Figure 1. Routed metal per tile (run 1).
(3 px per µm) The die is cut into 20 by 35 equal tiles; dark purple is low, yellow is high, scaled to the fullest tile. Values are wire area over tile area, all layers added.
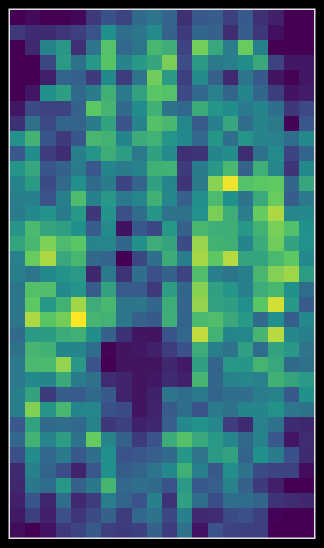
Figure 2. Sizing map (run 1).
(2 px per µm)
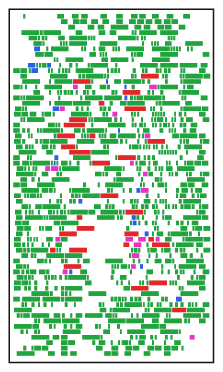
Figure 3. PDN straps and rails (run 1).
(4 px per µm) Pins as bars on the die edge.
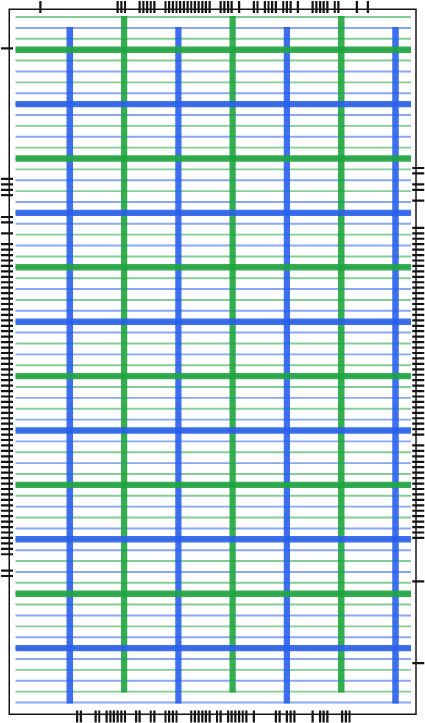
$ cat config.mk
export PLATFORM = sky130hd
export DESIGN_NAME = mem_stage
export DESIGN_NICKNAME = d
export VERILOG_FILES = /design/src/rtl/mem_stage_pkg.sv /design/src/rtl/mem_lane_align.sv /design/src/rtl/mem_stage.sv
export SDC_FILE = /design/constraint.sdc
export NUM_CORES = 1
export LEC_CHECK = 0
export ABC_AREA = 1
export CORE_ASPECT_RATIO = 1.75
export CORE_UTILIZATION = 35
export CTS_BUF_LIST = sky130_fd_sc_hd__clkbuf_4 sky130_fd_sc_hd__clkbuf_8 sky130_fd_sc_hd__clkbuf_16
export CTS_CLUSTER_DIAMETER = 200
export DETAILED_ROUTE_END_ITERATION = 6
export PLACE_DENSITY_LB_ADDON = 0.1
export SETUP_SLACK_MARGIN = 0.02
export SYNTH_ARGS = -nofsm -noshare
export SYNTH_HDL_FRONTEND = slang
export SYNTH_SLANG_ARGS = --single-unit
$ cat constraint.sdc
create_clock -name clock -period 4 [get_ports clock]
set_input_delay 0.6 -clock clock [delete_from_list [all_inputs] [get_ports clock]]
set_output_delay 0.6 -clock clock [all_outputs]
set_load 0.01 [all_outputs]
$ cat src/rtl/mem_stage_pkg.sv
// +-----------------------------------------------------------------------+
// | mem_stage_pkg : shared CPU types/constants for the memory stage        |
// | Revision 1.0                                                           |
// +-----------------------------------------------------------------------+
`default_nettype none

package mem_stage_pkg;

  typedef enum logic [1:0] {
    MEM_BYTE = 2'd0,
    MEM_HALF = 2'd1,
    MEM_WORD = 2'd2
  } mem_size_t;

  typedef enum logic [1:0] {
    ST_IDLE = 2'd0,
    ST_REQ  = 2'd1,
    ST_WAIT = 2'd2
  } mem_state_t;

  // Operand forwarding source selects used by the EX stage muxes.
  localparam logic [1:0] FWD_FROM_RF  = 2'd0;
  localparam logic [1:0] FWD_FROM_MEM = 2'd1;
  localparam logic [1:0] FWD_FROM_WB  = 2'd2;

endpackage

`default_nettype wire

$ cat src/rtl/mem_lane_align.sv
// +-----------------------------------------------------------------------+
// | mem_lane_align : store byte-lane steering and load extract/extend      |
// | Revision 1.0                                                           |
// +-----------------------------------------------------------------------+
`default_nettype none

module mem_lane_align
  import mem_stage_pkg::*;
#(
  parameter bit BIG_ENDIAN = 1'b1
) (
  input  logic [1:0]  st_lo,
  input  mem_size_t   st_size,
  input  logic [31:0] st_data,
  output logic [3:0]  st_be,
  output logic [31:0] st_wdata,
  output logic        misaligned,
  input  logic [1:0]  ld_lo,
  input  mem_size_t   ld_size,
  input  logic        ld_unsigned,
  input  logic [31:0] rdata,
  output logic [31:0] ld_data
);

  logic [1:0]  byte_lane;
  logic        half_hi;
  logic [7:0]  byte_v;
  logic [15:0] half_v;

  always_comb begin
    st_be      = 4'b1111;
    st_wdata   = st_data;
    misaligned = |st_lo;
    case (st_size)
      MEM_BYTE: begin
        st_be      = BIG_ENDIAN ? (4'b1000 >> st_lo) : (4'b0001 << st_lo);
        st_wdata   = {4{st_data[7:0]}};
        misaligned = 1'b0;
      end
      MEM_HALF: begin
        st_be      = (st_lo[1] ^ BIG_ENDIAN) ? 4'b1100 : 4'b0011;
        st_wdata   = {2{st_data[15:0]}};
        misaligned = st_lo[0];
      end
      default: ;
    endcase
  end

  // Big-endian puts address 0 in the top lane, so the lane index is inverted.
  always_comb begin
    byte_lane = BIG_ENDIAN ? ~ld_lo : ld_lo;
    half_hi   = ld_lo[1] ^ BIG_ENDIAN;
    byte_v    = rdata[{byte_lane, 3'b000} +: 8];
    half_v    = half_hi ? rdata[31:16] : rdata[15:0];
    case (ld_size)
      MEM_BYTE: ld_data = {{24{~ld_unsigned & byte_v[7]}}, byte_v};
      MEM_HALF: ld_data = {{16{~ld_unsigned & half_v[15]}}, half_v};
      default:  ld_data = rdata;
    endcase
  end

endmodule

`default_nettype wire

$ cat src/rtl/mem_stage.sv
// +-----------------------------------------------------------------------+
// | mem_stage : pipeline MEM stage, data-memory handshake and WB register  |
// | Revision 1.0                                                           |
// +-----------------------------------------------------------------------+
`default_nettype none

module mem_stage
  import mem_stage_pkg::*;
#(
  parameter bit BIG_ENDIAN = 1'b1
) (
  input  logic        clock,
  input  logic        reset_n,
  input  logic        in_valid,
  input  logic [31:0] ex_result,
  input  logic [31:0] ex_result_2,
  input  logic        load_inst,
  input  logic        store_inst,
  input  mem_size_t   mem_size,
  input  logic        load_unsigned,
  input  logic [4:0]  dest_reg,
  input  logic        dest_reg_valid,
  output logic        stall,
  output logic [31:0] dm_addr,
  output logic [31:0] dm_wdata,
  output logic [3:0]  dm_be,
  output logic        dm_rd,
  output logic        dm_wr,
  input  logic        dm_waitrequest,
  input  logic [31:0] dm_rdata,
  input  logic        dm_rdata_valid,
  output logic [31:0] wb_result,
  output logic [4:0]  wb_dest_reg,
  output logic        wb_dest_reg_valid,
  output logic        wb_valid,
  output logic        addr_err
);

  mem_state_t  state, state_n;
  logic        is_load;
  logic [1:0]  lo_q;
  mem_size_t   size_q;
  logic        uns_q;
  logic [4:0]  dest_q;
  logic        dest_valid_q;

  logic        accept, mem_op, ld_done, st_done;
  logic [3:0]  st_be;
  logic [31:0] st_wdata, ld_data;
  logic        misaligned;

  mem_lane_align #(.BIG_ENDIAN(BIG_ENDIAN)) u_align (
    .st_lo       (ex_result[1:0]),
    .st_size     (mem_size),
    .st_data     (ex_result_2),
    .st_be       (st_be),
    .st_wdata    (st_wdata),
    .misaligned  (misaligned),
    .ld_lo       (lo_q),
    .ld_size     (size_q),
    .ld_unsigned (uns_q),
    .rdata       (dm_rdata),
    .ld_data     (ld_data)
  );

  assign stall = (state != ST_IDLE);
  assign dm_rd = (state == ST_REQ) &  is_load;
  assign dm_wr = (state == ST_REQ) & ~is_load;

  always_comb begin
    state_n = state;
    accept  = in_valid && (state == ST_IDLE);
    mem_op  = load_inst | store_inst;
    ld_done = 1'b0;
    st_done = 1'b0;
    case (state)
      ST_IDLE: if (accept && mem_op && !misaligned) state_n = ST_REQ;
      ST_REQ: begin
        if (!dm_waitrequest) begin
          if (!is_load) begin
            st_done = 1'b1;
            state_n = ST_IDLE;
          end else if (dm_rdata_valid) begin
            ld_done = 1'b1;
            state_n = ST_IDLE;
          end else begin
            state_n = ST_WAIT;
          end
        end
      end
      ST_WAIT: begin
        if (dm_rdata_valid) begin
          ld_done = 1'b1;
          state_n = ST_IDLE;
        end
      end
      default: state_n = ST_IDLE;
    endcase
  end

  always_ff @(posedge clock or negedge reset_n) begin
    if (!reset_n) begin
      state             <= ST_IDLE;
      is_load           <= 1'b0;
      lo_q              <= 2'b00;
      size_q            <= MEM_BYTE;
      uns_q             <= 1'b0;
      dest_q            <= 5'd0;
      dest_valid_q      <= 1'b0;
      dm_addr           <= 32'd0;
      dm_wdata          <= 32'd0;
      dm_be             <= 4'd0;
      wb_result         <= 32'd0;
      wb_dest_reg       <= 5'd0;
      wb_dest_reg_valid <= 1'b0;
      wb_valid          <= 1'b0;
      addr_err          <= 1'b0;
    end else begin
      state    <= state_n;
      wb_valid <= 1'b0;
      addr_err <= 1'b0;
      if (accept) begin
        if (!mem_op) begin
          wb_result         <= ex_result;
          wb_dest_reg       <= dest_reg;
          wb_dest_reg_valid <= dest_reg_valid;
          wb_valid          <= 1'b1;
        end else if (misaligned) begin
          addr_err <= 1'b1;
        end else begin
          dm_addr      <= {ex_result[31:2], 2'b00};
          dm_wdata     <= st_wdata;
          dm_be        <= st_be;
          is_load      <= load_inst;
          lo_q         <= ex_result[1:0];
          size_q       <= mem_size;
          uns_q        <= load_unsigned;
          dest_q       <= dest_reg;
          dest_valid_q <= dest_reg_valid;
        end
      end
      if (ld_done) begin
        wb_result         <= ld_data;
        wb_dest_reg       <= dest_q;
        wb_dest_reg_valid <= dest_valid_q;
        wb_valid          <= 1'b1;
      end
      // A store retires with no register write; result and dest are left alone.
      if (st_done) begin
        wb_dest_reg_valid <= 1'b0;
        wb_valid          <= 1'b1;
      end
    end
  end

endmodule

`default_nettype wire

==> results.yml, run 1 <==
# synthesis and place-and-route metrics
clock_network:
  clkTransAtPathRegs_ns: 0.06
  cts_sinks: 120
  worstSkewPairLatency_ns: 0.42
  cts_tree: "yes"
  cts-root-buf: "clkbuf_16"
  cts_buffers: 17
  ctsResizeCount: 0
  cts_setup_buffers: 0
  clockBufferDepth: 2
power_and_ir_drop:
  pwr-share-comb_pct: 44.3
  swShare_pct: 37.2
  switching_power_mw: 2.52
  power_frac_clock_pct: 23.7
  p_int_mw: 4.25
  power_frac_seq_pct: 32.1
  total_leakage_power_nw: 4.26
global_route:
  antenna_found_initial: 0
  grt.overflow.total: 0
  grt_pass1_wl_um: 31200
placement:
  placed_area_um2: 8300
  gp_congestion: 0.843
  hpwlAfterDp_um: 14500
critical_path:
  crit_slowest_cell: "clkdlybuf4s50_1"
  worstPathBufferInverterCount: 4
  crit_required_ns: 4.33
  endpoint_kind: "register"
  crit_family: "buffers and inverters"
  crit_fanout: 25
  crit_chain: "clkdlybuf4s50_1, inv_6, nand2_2, nand2_1, nand2_4, inv_2, buf_4, o21ai_2, o21ai_0"
  worst_ep_arrival_time_ns: 2.88
  startpoint_type: "input port"
  critPathKind: "input port to register"
yosys:
  avgSynthCellArea_um2: 7.69
  ys_area_um2: 6040
  ys_cells: 786
  syn_inst: 786
  ys_types: 33
  area_leaders: "dfrtp_1, nand2_1, o21ai_0, nand3_1, a21oi_1"
  post-synth-top-area-cell: "dfrtp_1"
  top_cell: "nand2_1"
  ff_type: "dfrtp_1"
  postSynthSeqShare_pct: 49.7
  synth_warnings: 0
  synth_top_area_share_pct: 49.7
  numSynthFlops: 120
  synth.cell_area_um2: 6040
routing:
  drt-pass1-iter-count: 4
  drc: 0
  drtIter0Drc: 239
  dr_total_vias: 5773
sta:
  setup_violations: 0
  final-hold-violation-count: 0
  fin_skew_ns: 0.00982
  tightestPinTransition_ns: 0.782
  period_minus_slack_ns: 2.55
  timing.hold.ws_ns: 0.170
floorplanning:
  dieArea_um2: 17800
  ios: 223
layout:
  num-fill-cells: 1661
  final_common_cell: "nand2_1"
  num_antenna_cells: 0
  reg_top3: "dm_wdata: 32 flops, wb_result: 32 flops, dm_addr: 30 flops"
  post-route-util_pct: 52.5
  fin_nets: 1101
  layout.cells.most_common_list: "nand2_1, clkdlybuf4s50_1, dfrtp_1"
outcome:
  status: "completed"
flow_run:
  max-cap-violations: 0
worst_hold_path:
  min_path_type: "input port to async pin"
Notes on Figure 1 above:
densest ninth of the die: east
fullest tile: 0.46
tiles over half the peak: 29%
mean over tiles: 0.18
nearly empty tiles: 4.3%
total track usage: 23.4%
Routed WL: 20000 µm

Notes on Figure 2 above:
[blue] x2 | cells: 19 | share: 1.9% | most used: nand2_2
[green] x1 and smaller | cells: 931 | share: 93% | most used: nand2_1
[magenta] x3 and x4 | cells: 19 | share: 1.9% | most used: nand2_4
[red] x6 and larger | cells: 29 | share: 2.9% | most used: clkbuf_16
Final Instance Area: 8900 µm²
Final Worst Setup Slack: 1.45 ns
bufs w/o clock: 226
synthesis-to-layout area growth: 47.2%

Notes on Figure 3 above:
[green] VDD
[blue] VSS
met5 straps: 12
rows: 63
met4 straps: 7
signal pins: 223
peak supply drop: 375 µV
Die W: 101 µm
Die Span Y: 176 µm
CORE AREA: 16900 µm²

[run 1: power by group through the flow]
stage	sequential, mW	clock (mW)	combinational (mW)
4_1_cts	2.18	1.63	3.05
6_report	2.17	1.60	3.00
3_3_place_gp	2.18	0	3.02
3_5_place_dp	2.18	0	3.04
5_1_grt	2.25	1.67	3.32
2_1_floorplan	2.33	0	1.35
[run 1: cell type report]
type                       instances  share of cell area, %
timing repair buffer             226                   25.5
multi-input combinational        582                   29.0
inverter                          38                   1.77
sequential                       120                   33.7
tap                              227                   3.19
clock inverter                    14                   1.93
clock buffer                      18                   4.86
[run 1: path summary, 6_finish.rpt]
kind | start | to | slack [ns] | cells after the start
worst max-delay path | mem_size[1] | state[1] | 1.45 | 9
worst min-delay path | reset_n | dm_addr[20] | 0.17 | 1
worst max register to register | state[0] | wb_result[3] | 1.66 | 10
worst min register to register | wb_result[28] | wb_result[28] | 0.48 | 2
max in group asynchronous | reset_n | dest_q[1] | 2.97 | 2
min in group clock | wb_result[28] | wb_result[28] | 0.48 | 2
[run 1: metal layers]
layer	vias to the layer above	part of all wire [%]	wire length (µm)	track usage, %
li1	2888	-	-	-
met1	2670	38	7670	26.0
met2	188	54	10700	42.4
met3	27	5.5	1110	4.78
met4	0	2.5	498	9.66
met5	-	0	0	0
[run 1: metrics by stage]
step	setup slack [ns]	instances	total power, mW
floorplan	2.39	787	3.68
global placement	1.10	1193	5.20
detailed placement	1.04	1193	5.22
CTS	1.47	1225	6.85
global route	1.30	1225	7.24
finish	1.45	1225	6.77
[run 1: cell families after synthesis]
kind of cell | after synthesis | synth area share (%)
flops | 120 | 49.7
fa+ha+maj | 4 | 0.828
buf+inv | 85 | 7.80
simple gates | 438 | 29.7
compound gates | 138 | 11.9
other cells | 1 | 0.0620
Figure 4. Cell placement (run 1).
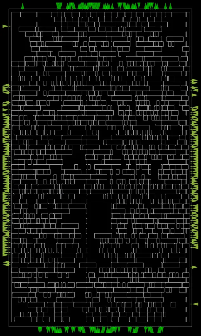

==> run 2: changes to the inputs <==
==> constraint.sdc (replaced) <==
create_clock -name clock -period 2.2 [get_ports clock]
set_input_delay 0.33 -clock clock [delete_from_list [all_inputs] [get_ports clock]]
set_output_delay 0.33 -clock clock [all_outputs]
set_load 0.01 [all_outputs]
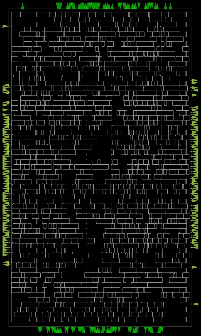
Figure 5: run 2, cell placement.
Flops: 120
Row Count: 63
number of tapcells: 227
flop share of the area: 33.3%

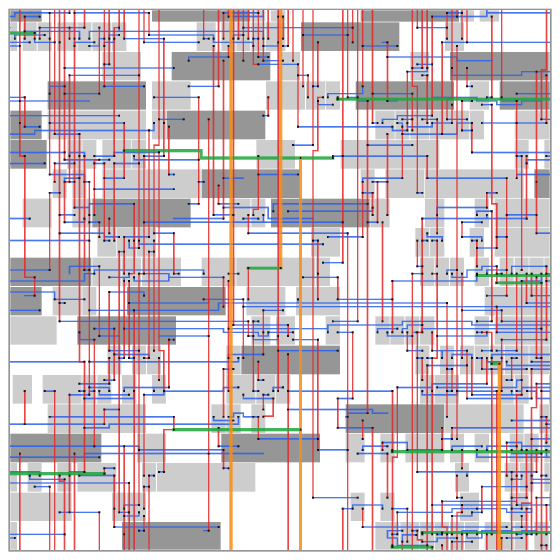
Figure 6: run 2, layout detail.
Window x 26 to 76, y 98 to 148 µm. Cells in grey, sequential cells in the stronger grey; small squares are vias.
[red] M2
[green] M3
[orange] M4
[blue] M1
netlist names of flops here include: wb_result (8), dest_q (3), wb_dest_reg (3)
cells with their middle in the window: 163
most frequent: nand2_1 (59)
sequential cells in the window: 18

==> run 2 against run 1 <==
  * First-iteration DRC count is 10% higher
  * Sequential cell count stayed put
  * Synthesized cell count stayed put
  * Total power is 81% higher
  * Critical endpoint is now stall
  * Largest cell class unchanged
==> results.yml, run 2 <==
# synthesis and place-and-route metrics
sta:
  fin_ws_ns: 0.141
  tightestPinTransition_ns: 0.566
  fin_crit_sh_pct: 93.6
  finalSetupTns_ns: 0
  timing.hold.ws_ns: 0.398
  fin_skew_ns: 0.0108
  setup_violations: 0
  slew_headroom_pct: 62.2
  final-hold-violation-count: 0
  period_minus_slack_ns: 2.06
  fmax_mhz: 486
critical_path:
  endpoint_kind: "primary output"
  crit_required_ns: 1.87
  critPathKind: "register to primary output"
  crit_slowest_cell: "clkdlybuf4s50_1"
  crit_chain: "inv_1, ha_1, inv_1, clkdlybuf4s50_1"
  max_stage_delay_ns: 0.55
  crit_fanout: 4
  worst_ep_arrival_time_ns: 1.73
  critPathMostFrequentCell: "inv_1"
  startpoint_type: "register"
yosys:
  postSynthSeqShare_pct: 49.7
  top_cell: "nand2_1"
  synth_warnings: 0
  syn_inst: 786
  area_leaders: "dfrtp_1, nand2_1, o21ai_0, nand3_1, a21oi_1"
  avgSynthCellArea_um2: 7.69
  ff_type: "dfrtp_1"
  synthArstFlopShare_pct: 100
  synth-edff-count: 0
  ys_types: 33
  post-synth-top-area-cell: "dfrtp_1"
  synth_top_area_share_pct: 49.7
  synth.cell_area_um2: 6040
  ys_cells: 786
  numSynthFlops: 120
  ys_area_um2: 6040
clock_network:
  clockBufferDepth: 2
  cts_setup_buffers: 0
  cts_sinks: 120
  cts-root-buf: "clkbuf_16"
  cts_tree: "yes"
  h-tree-depth: 4
  worstSkewPairLatency_ns: 0.41
  cts_buffers: 17
  clkTransAtPathRegs_ns: 0.06
worst_hold_path:
  min_path_type: "input port to async pin"
floorplanning:
  die_h_um: 176
  dieArea_um2: 17800
  die_width_um: 101
  ios: 223
  core-area_um2: 16900
  fp_util_pct: 35.7
placement:
  dp.cells: 1205
  hpwlAfterDp_um: 15300
  gp_congestion: 0.875
  io_buffers: 220
  place_ws_ns: 0.0830
  placed_area_um2: 8440
layout:
  layout.cells.most_common_list: "nand2_1, clkdlybuf4s50_1, dfrtp_1"
  final_common_cell: "nand2_1"
  fin_nets: 1114
  num_antenna_cells: 0
  final_cell_area_um2: 9020
  final_cells: 1237
  drive_gt1_share_pct: 7.82
  post-route-util_pct: 53.3
  reg_top3: "dm_wdata: 32 flops, wb_result: 32 flops, dm_addr: 30 flops"
  num-fill-cells: 1686
  area_growth_pct: 49.3
routing:
  drt-pass1-iter-count: 5
  drc: 0
  wl_per_cell_um: 16.7
  wl_um: 20700
  dr_total_vias: 5882
  drtIter0Drc: 264
flow_run:
  max-cap-violations: 0
  openroad.warnings: 29
global_route:
  grt_usage_pct: 24.0
  grt_pass1_wl_um: 32000
  grt.overflow.total: 0
  antenna_found_initial: 0
power_and_ir_drop:
  irDropWorstVdd_uv: 543
  power.total_mw: 12.3
  total_leakage_power_nw: 4.33
  powerDensity_nw_per_um2: 1360
outcome:
  status: "completed"
## run 2: final timing paths
path	start	depth (start not counted)	slack (ns)	endpoint
setup / recovery	state[0]	4	0.14	stall
hold / removal	reset_n	2	0.40	dm_addr[21]
setup reg to reg	state[0]	9	0.18	wb_dest_reg_valid
hold reg to reg	dm_addr[3]	2	0.48	dm_addr[3]
max in group asynchronous	reset_n	3	1.14	wb_dest_reg[2]
min in group clock	dm_addr[3]	2	0.48	dm_addr[3]
## run 2: layout make-up
class | instances | area, µm² | share of cell area, %
tap | 227 | 284 | 3.15
sequential | 120 | 3000 | 33.3
clock inverter | 11 | 125 | 1.39
multi-input combinational | 582 | 2580 | 28.6
inverter | 38 | 158 | 1.75
clock buffer | 20 | 454 | 5.03
timing repair buffer | 239 | 2420 | 26.8
## run 2: critical path: cells and delay by family (launching register included)
kind	cells	cell delay, ns
adder cells (fa/ha/maj)	1	0.24
buffers and inverters	3	0.73
flip-flops	1	0.35
## run 2: report_power, final
group / internal (mW) / leakage (nW) / switching (mW)
Clock: 1.72 / 0.271 / 1.06
Combinational: 2.74 / 2.58 / 2.86
Sequential: 3.25 / 1.48 / 0.640
## run 2: what timing repair did
item	CTS	global route
setup endpoints to repair	2	0
hold endpoints to repair	26	0
resized	3	0
hold buffers	1	0
## run 2: kinds of logic after synthesis
logic type	after synthesis	synth area share, %
fa+ha+maj	4	0.828
flops	120	49.7
simple gates	438	29.7
other cells	1	0.0620
compound gates	138	11.9
buf+inv	85	7.80
## run 2: metal layers
| layer | GRT usage, % | vias to the layer above | wire (µm) |
|---|---|---|---|
| met5 | 0 | - | 0 |
| met4 | 7.00 | 0 | 340 |
| met3 | 5.29 | 16 | 1290 |
| met2 | 44.7 | 210 | 11300 |
| met1 | 26.7 | 2739 | 7770 |
| li1 | - | 2917 | - |
Power is estimated from default activity; no workload was simulated.
